`config.mk`:
```
export PLATFORM = sky130hd
export DESIGN_NAME = if_fetch_queue
export DESIGN_NICKNAME = d
export VERILOG_FILES = /design/src/rtl/if_fetch_queue.sv
export SDC_FILE = /design/constraint.sdc
export NUM_CORES = 1
export LEC_CHECK = 0
export CAP_MARGIN = 40
export CORE_MARGIN = 8
export CORE_UTILIZATION = 30
export CTS_CLUSTER_SIZE = 20
export DETAILED_ROUTE_END_ITERATION = 8
export PLACE_DENSITY_LB_ADDON = 0.25
export SLEW_MARGIN = 20
export SYNTH_ARGS = -nofsm -noshare
export SYNTH_HDL_FRONTEND = slang
export SYNTH_SLANG_ARGS = --single-unit
```
`constraint.sdc`:
```
create_clock -name clk -period 9.05 [get_ports clk]
set_clock_uncertainty 0.05 [all_clocks]
set_input_delay 2.2625 -clock clk [delete_from_list [all_inputs] [get_ports clk]]
set_output_delay 2.2625 -clock clk [all_outputs]
set_load 0.01 [all_outputs]
```
`src/rtl/if_fetch_queue.sv`:
```
// In-order instruction fetch queue between the IF PC register and the ID stage.
// One fetch per cycle, fills from in-order memory responses, squashes wrong-path work on PCSrc.
module if_fetch_queue #(
    parameter int WORD_BITWIDTH = 32,
    parameter int DEPTH         = 4
) (
    input  logic                     clk,
    input  logic                     rst,
    input  logic [WORD_BITWIDTH-1:0] pc,
    input  logic                     PCSrc,
    output logic                     if_hold,
    output logic                     imem_req_valid,
    input  logic                     imem_req_ready,
    output logic [WORD_BITWIDTH-1:0] imem_req_addr,
    input  logic                     imem_rsp_valid,
    input  logic [WORD_BITWIDTH-1:0] imem_rsp_data,
    output logic                     id_valid,
    output logic [WORD_BITWIDTH-1:0] id_pc,
    output logic [WORD_BITWIDTH-1:0] id_instr,
    input  logic                     id_ready
);
    localparam int AW = $clog2(DEPTH);
    localparam int PW = AW + 1;
    localparam logic [PW:0]   LP_DEPTH = DEPTH[PW:0];
    localparam logic [PW-1:0] LP_ONE   = PW'(1);

    typedef enum logic {PRIME, RUN} state_t;

    state_t                   r_state;
    logic [PW-1:0]            r_alloc;
    logic [PW-1:0]            r_fill;
    logic [PW-1:0]            r_head;
    logic [PW-1:0]            r_drop;
    logic [DEPTH-1:0]         r_filled;
    logic [WORD_BITWIDTH-1:0] r_pc_q    [DEPTH];
    logic [WORD_BITWIDTH-1:0] r_instr_q [DEPTH];

    logic                     w_run;
    logic [PW-1:0]            w_occ;
    logic [PW-1:0]            w_outst;
    logic [PW-1:0]            w_rsp_dec;
    logic [PW:0]              w_budget;
    logic [AW-1:0]            w_alloc_idx;
    logic [AW-1:0]            w_fill_idx;
    logic [AW-1:0]            w_head_idx;
    logic                     w_accept;
    logic                     w_pop;
    logic                     w_fill_wr;

    always_comb begin
        w_run          = (r_state == RUN);
        w_occ          = r_alloc - r_head;
        w_outst        = r_alloc - r_fill;
        w_budget       = {1'b0, w_occ} + {1'b0, r_drop};
        w_alloc_idx    = r_alloc[AW-1:0];
        w_fill_idx     = r_fill[AW-1:0];
        w_head_idx     = r_head[AW-1:0];
        w_rsp_dec      = {{AW{1'b0}}, imem_rsp_valid};

        imem_req_addr  = pc;
        imem_req_valid = w_run && !PCSrc && (w_budget < LP_DEPTH);
        w_accept       = imem_req_valid && imem_req_ready;
        // PCSrc must release the hold so IF can load the branch target
        if_hold        = w_run && !PCSrc && !w_accept;

        id_valid       = !PCSrc && (w_occ != '0) && r_filled[w_head_idx];
        id_pc          = '0;
        id_instr       = '0;
        if (w_occ != '0) begin
            id_pc    = r_pc_q[w_head_idx];
            id_instr = r_instr_q[w_head_idx];
        end
        w_pop          = id_valid && id_ready;
        w_fill_wr      = imem_rsp_valid && (r_drop == '0) && !PCSrc;
    end

    always_ff @(posedge clk or negedge rst) begin
        if (!rst) begin
            r_state  <= PRIME;
            r_alloc  <= '0;
            r_fill   <= '0;
            r_head   <= '0;
            r_drop   <= '0;
            r_filled <= '0;
        end else begin
            r_state <= RUN;
            if (PCSrc) begin
                r_alloc <= '0;
                r_fill  <= '0;
                r_head  <= '0;
                // any response this cycle retires one expected response, dropped or not
                r_drop  <= r_drop + w_outst - w_rsp_dec;
            end else begin
                if (w_accept) begin
                    r_filled[w_alloc_idx] <= 1'b0;
                    r_alloc               <= r_alloc + LP_ONE;
                end
                if (imem_rsp_valid) begin
                    if (r_drop != '0) begin
                        r_drop <= r_drop - LP_ONE;
                    end else begin
                        r_filled[w_fill_idx] <= 1'b1;
                        r_fill               <= r_fill + LP_ONE;
                    end
                end
                if (w_pop) begin
                    r_head <= r_head + LP_ONE;
                end
            end
        end
    end

    always_ff @(posedge clk) begin
        if (w_accept) begin
            r_pc_q[w_alloc_idx] <= pc;
        end
        if (w_fill_wr) begin
            r_instr_q[w_fill_idx] <= imem_rsp_data;
        end
    end
endmodule

```
==> results_dict.tcl, run 1 <==
# collected from the flow reports
set metrics [dict create \
    critPathKind "in -> out" \
    grt_use_met1 0.134 \
    cp.required_ps 6740 \
    die_h_um 209 \
    ys_sh_mux 0.133 \
    cts_tree "yes" \
    hold_path_end "r_filled[0]" \
    postLayoutCoreUtil 0.385 \
    fp_util 0.305 \
    power.leakage_nw 4.54 \
    cp_top_family "buffers and inverters" \
    slew_viol_final 0 \
    critical_path.max_stage_delay_ps 920 \
    place_inst 1156 \
    fin_tns_setup_ps 0 \
    r2r_cells 11 \
    root_buffer "clkbuf_16" \
    grt_pass1_wl_mm 36.5 \
    dp_hpwl_mm 14.9 \
    critPathSlowestCell "clkdlybuf4s50_1" \
    wl_met2_mm 11.8 \
    top_cells_by_count "edfxtp_1, nor2b_1, mux4_2, buf_4, inv_1" \
    finalSetupViolations 0 \
    syn_nets 653 \
    lay_top_count "edfxtp_1" \
    cp_num_cells 5 \
    ctsResizeCount 0 \
    cts_hold_buf 0 \
    viasPerCell 4.50 \
    design_area_mm2 0.0141 \
    ys_sh_adder 0.0257 \
    ir_drop_uv 130 \
    place_worst_setup_slack_ps 2400 \
    use_met3 0.0205 \
    grt_remaining_overflow 0 \
    lay_top_cells "edfxtp_1, clkdlybuf4s50_1, nor2b_1" \
    wl_met3_mm 1.04 \
    detailedRoute.firstIterationViolations 210 \
    antenna_cells 0 \
    wl_per_cell_um 19.6 \
    cp-end-kind "primary output" \
    yosysTopAreaCell "edfxtp_1" \
    syn_to_final_growth_pct 26.4 \
    relSlewSlack 0.538 \
    clk_pin_slew_worst_paths_ps 50 \
    maxCapViolCount 0 \
    clk_path_buf_depth 3 \
    ys_warn_count 0 \
    startpoint_type "input pin" \
    gp_congestion 0.724 \
    power_mw 2.99 \
    grt_pass1_vias 5998 \
    drt-met1-wl_mm 10.3 \
    synthTopLogicFamily "multiplexers" \
    reg2reg_slack_ps 5140 \
    most_common_cell "edfxtp_1" \
    grt_use_total 0.107 \
    outcome "complete, no violations" \
    worstPathCellList "clkdlybuf4s50_1 -> nor2b_1 -> and4_1 -> nor2b_1 -> clkdlybuf4s50_1" \
    io_pins 169 \
    synthXorXnorAreaFrac 0.00984 \
    simple_gate_area_frac 0.0523 \
    cp_num_buf_inv 2 \
    worstPathArrival_ps 4340 \
    drt-total-wl_mm 23.7 \
    use_met2 0.185 \
    synth_area_mm2 0.0112 \
    port_buffers 168 \
    cts_buffers 30 \
]
## run 1: layout make-up
cell class | count | area, um2
Fill cell | 3345 | 22600
Sequential cell | 273 | 8120
Multi-Input combinational cell | 215 | 2590
Timing Repair Buffer | 184 | 1880
Clock buffer | 37 | 798
Tap cell | 468 | 586
Clock inverter | 12 | 103
Inverter | 18 | 67.6
## run 1: flip-flops by register name, indices dropped and copies added, names as in the netlist
register	count
r_state	1
r_head	3
r_alloc	3
r_pc_q	128
r_filled	4
r_fill	3
r_instr_q	128
r_drop	3
## run 1: power by group
| group | switching [mW] | internal (mW) | leakage (nW) |
|---|---|---|---|
| logic | 0.203 | 0.224 | 1.58 |
| registers | 0.0184 | 1.42 | 2.53 |
| clock network | 0.462 | 0.670 | 0.434 |
| total | 0.683 | 2.31 | 4.54 |
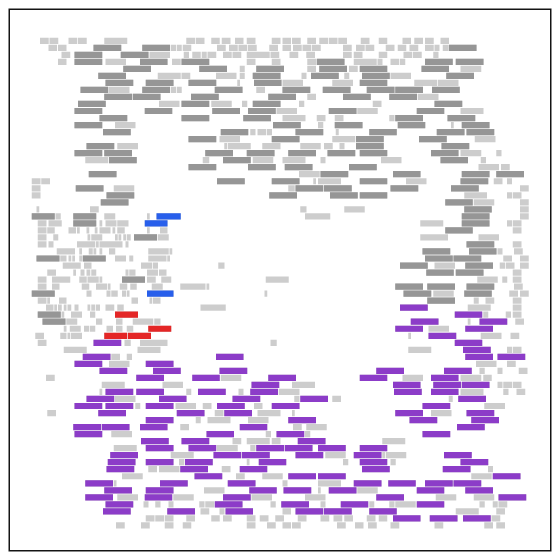
Run 1: sequential cells coloured by netlist name
signal	colour	sequential cells
`r_head`	blue	3
`r_instr_q`	purple	128
`r_filled`	red	4
not coloured	138

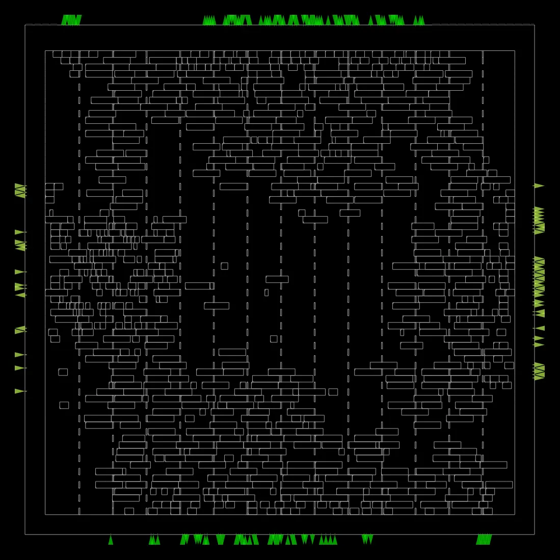
Run 1: cell outlines without signal wires
Filler cells: 3,345
Rows: 70
core area: 0.0367 mm2
final cell count without fillers: 1,207

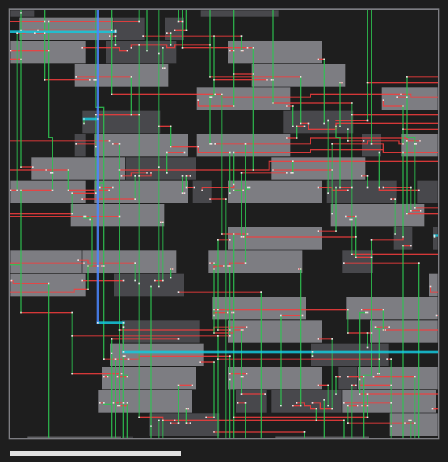
Run 1: a small window of the routed layout
Scale bar: 20 um. Window x 27 to 77, y 27 to 77 um. Cells in grey, sequential cells in the stronger grey; small squares are vias.
layer	colour
M3	cyan
M1	red
M4	blue
M2	green
cells with their middle in the window	52
netlist names of flops here include	`r_instr_q` (32)
most frequent	edfxtp_1 (32), mux4_2 (7), nor2b_1 (5)
sequential cells in the window	32

Run 1, routed metal per tile:
Scale bar: 50 um. 21 x 21 tiles, from black (low) to pale yellow (high), scaled to the fullest tile. Values are wire area over tile area, all layers added.
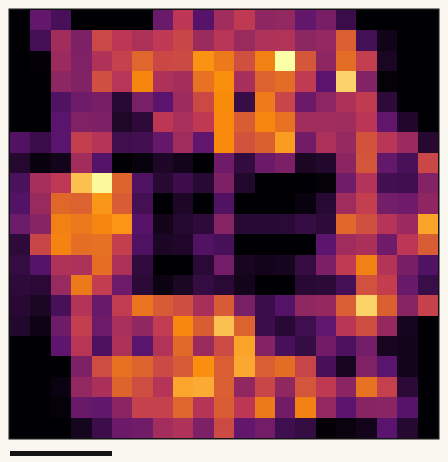

## Run 2: what changed since run 1
==> constraint.sdc (replaced) <==
create_clock -name clk -period 6.34 [get_ports clk]
set_clock_uncertainty 0.05 [all_clocks]
set_input_delay 1.585 -clock clk [delete_from_list [all_inputs] [get_ports clk]]
set_output_delay 1.585 -clock clk [all_outputs]
set_load 0.01 [all_outputs]
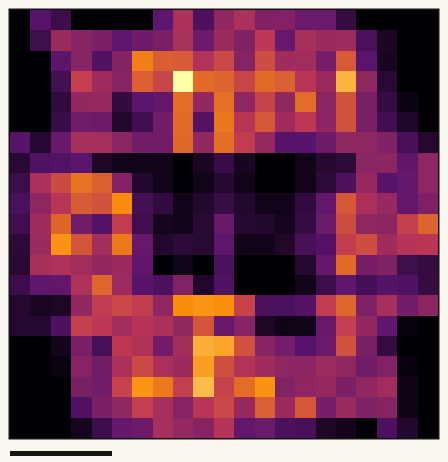
Run 2: routed metal per tile
Scale bar: 50 um. 21 x 21 tiles, from black (low) to pale yellow (high), scaled to the fullest tile. Values are wire area over tile area, all layers added.
tiles over half the peak	18%
mean over tiles	0.085
emptiest ninth of the die	middle
fullest tile	0.29
nearly empty tiles	14%

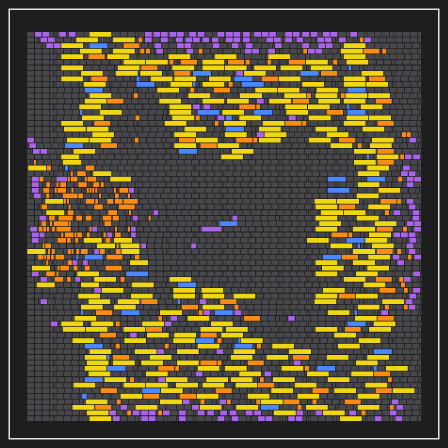
Run 2: cells coloured by class
Fill, decap, tap and diode cells in grey.
class	colour	cells
sequential cells	yellow	273
clock drivers and dummy loads	blue	52
remaining logic cells	orange	233
remaining buffers and delay cells	purple	185

==> results_dict.tcl, run 2 <==
# collected from the flow reports
set metrics [dict create \
    power_frac_comb 0.138 \
    comb_cells 215 \
    r2r_cells 10 \
    power_mw 4.37 \
    clk_pin_slew_worst_paths_ps 60 \
    ctsResizeCount 0 \
    cts.sinks 273 \
    antenna_found_initial 0 \
    viasPerCell 4.50 \
    critPathSlowestCell "clkdlybuf4s50_1" \
    reg2reg_slack_ps 2450 \
    top_regs "r_instr_q x128, r_pc_q x128, r_filled x4" \
    postLayoutCoreUtil 0.386 \
    ir_drop_uv 192 \
    antenna_cells 0 \
    worstPathArrival_ps 3780 \
    nonClockBufferCount 185 \
    grt_use_total 0.107 \
    pwr-share-clk 0.394 \
    seq_share 0.573 \
    cp_num_buf_inv 3 \
    slew_viol_final 0 \
    synthTopLogicFamily "multiplexers" \
    fp_util 0.305 \
    grt_pass1_vias 6043 \
    most_common_cell "edfxtp_1" \
    cp-end-kind "primary output" \
    synth_area_mm2 0.0112 \
    cts_hold_buf 0 \
    p_int_mw 3.38 \
    combGateArea_mm2 0.00259 \
    worstPathCellList "buf_4 -> inv_1 -> fa_1 -> xnor3_1 -> ha_1 -> nor3_1 -> and4_1 -> nor2b_1 -> clkdlybuf4s50_1" \
    syn_nets 653 \
    flop_area_mm2 0.00812 \
    drc 0 \
    ys_sh_mux 0.133 \
    relSlewSlack 0.563 \
    largestClassByArea "registers" \
    cts_tree "yes" \
    fillers 3365 \
    startpoint_type "flip-flop" \
    coreArea_mm2 0.0367 \
    fin_tns_setup_ps 0 \
    clock_area_frac 0.0687 \
    clk-power_mw 1.72 \
    cts_buffers 31 \
    grt_remaining_overflow 0 \
    n_clock_buffer 38 \
    top_cells_by_count "edfxtp_1, nor2b_1, mux4_2, buf_4, inv_1" \
    critPathKind "reg -> out" \
    dp_hpwl_mm 14.6 \
    critical_path.max_stage_delay_ps 490 \
    seq_power_mw 2.05 \
    finalSetupViolations 0 \
    maxCapViolCount 0 \
    seq_cells 273 \
    comb_share 0.183 \
    lay_top_cells "edfxtp_1, clkdlybuf4s50_1, nor2b_1" \
    port_buffers 168 \
    power_switching_mw 0.988 \
    cp.required_ps 4700 \
    detailedRoute.firstIterationViolations 227 \
    final-nonclk-buf-share 0.130 \
    hold_path_end "r_filled[3]" \
    gp_congestion 0.709 \
    die_h_um 209 \
    clk_path_buf_depth 3 \
    nNonClkInverters 18 \
    lay_top_count "edfxtp_1" \
    simple_gate_area_frac 0.0523 \
    outcome "complete, no violations" \
    ys_warn_count 0 \
    row_count 70 \
    wl_per_cell_um 19.7 \
    seqPwrFrac 0.469 \
    yosysTopAreaCell "edfxtp_1" \
    powerComb_mw 0.601 \
    grt_pass1_wl_mm 36.4 \
    syn_to_final_growth_pct 26.6 \
]
## run 2: cell count changes in the layout (fill, tap and decap cells not counted), sizes merged
cell and change:
bufinv +2, buf +1, clkbuf +1, clkinv -1, inv +1
## run 2: metal layers
metal / track usage / vias to the layer above / part of all wire
li1: - / 2468 / -
met1: 0.133 / 2855 / 0.42
met2: 0.188 / 98 / 0.51
met3: 0.0213 / 29 / 0.045
met4: 0.0330 / 0 / 0.019
met5: 0 / - / 0
## run 2: through the flow
step	cells	setup slack [ps]	instance area (um2)
floorplan	563	1670	11200
global placement	1157	1330	13200
CTS	1210	845	14100
finish	1211	921	14200
global route	1211	630	14200
detailed placement	1158	1320	13200
No activity file was given, so power comes from the tool's default toggle rates.
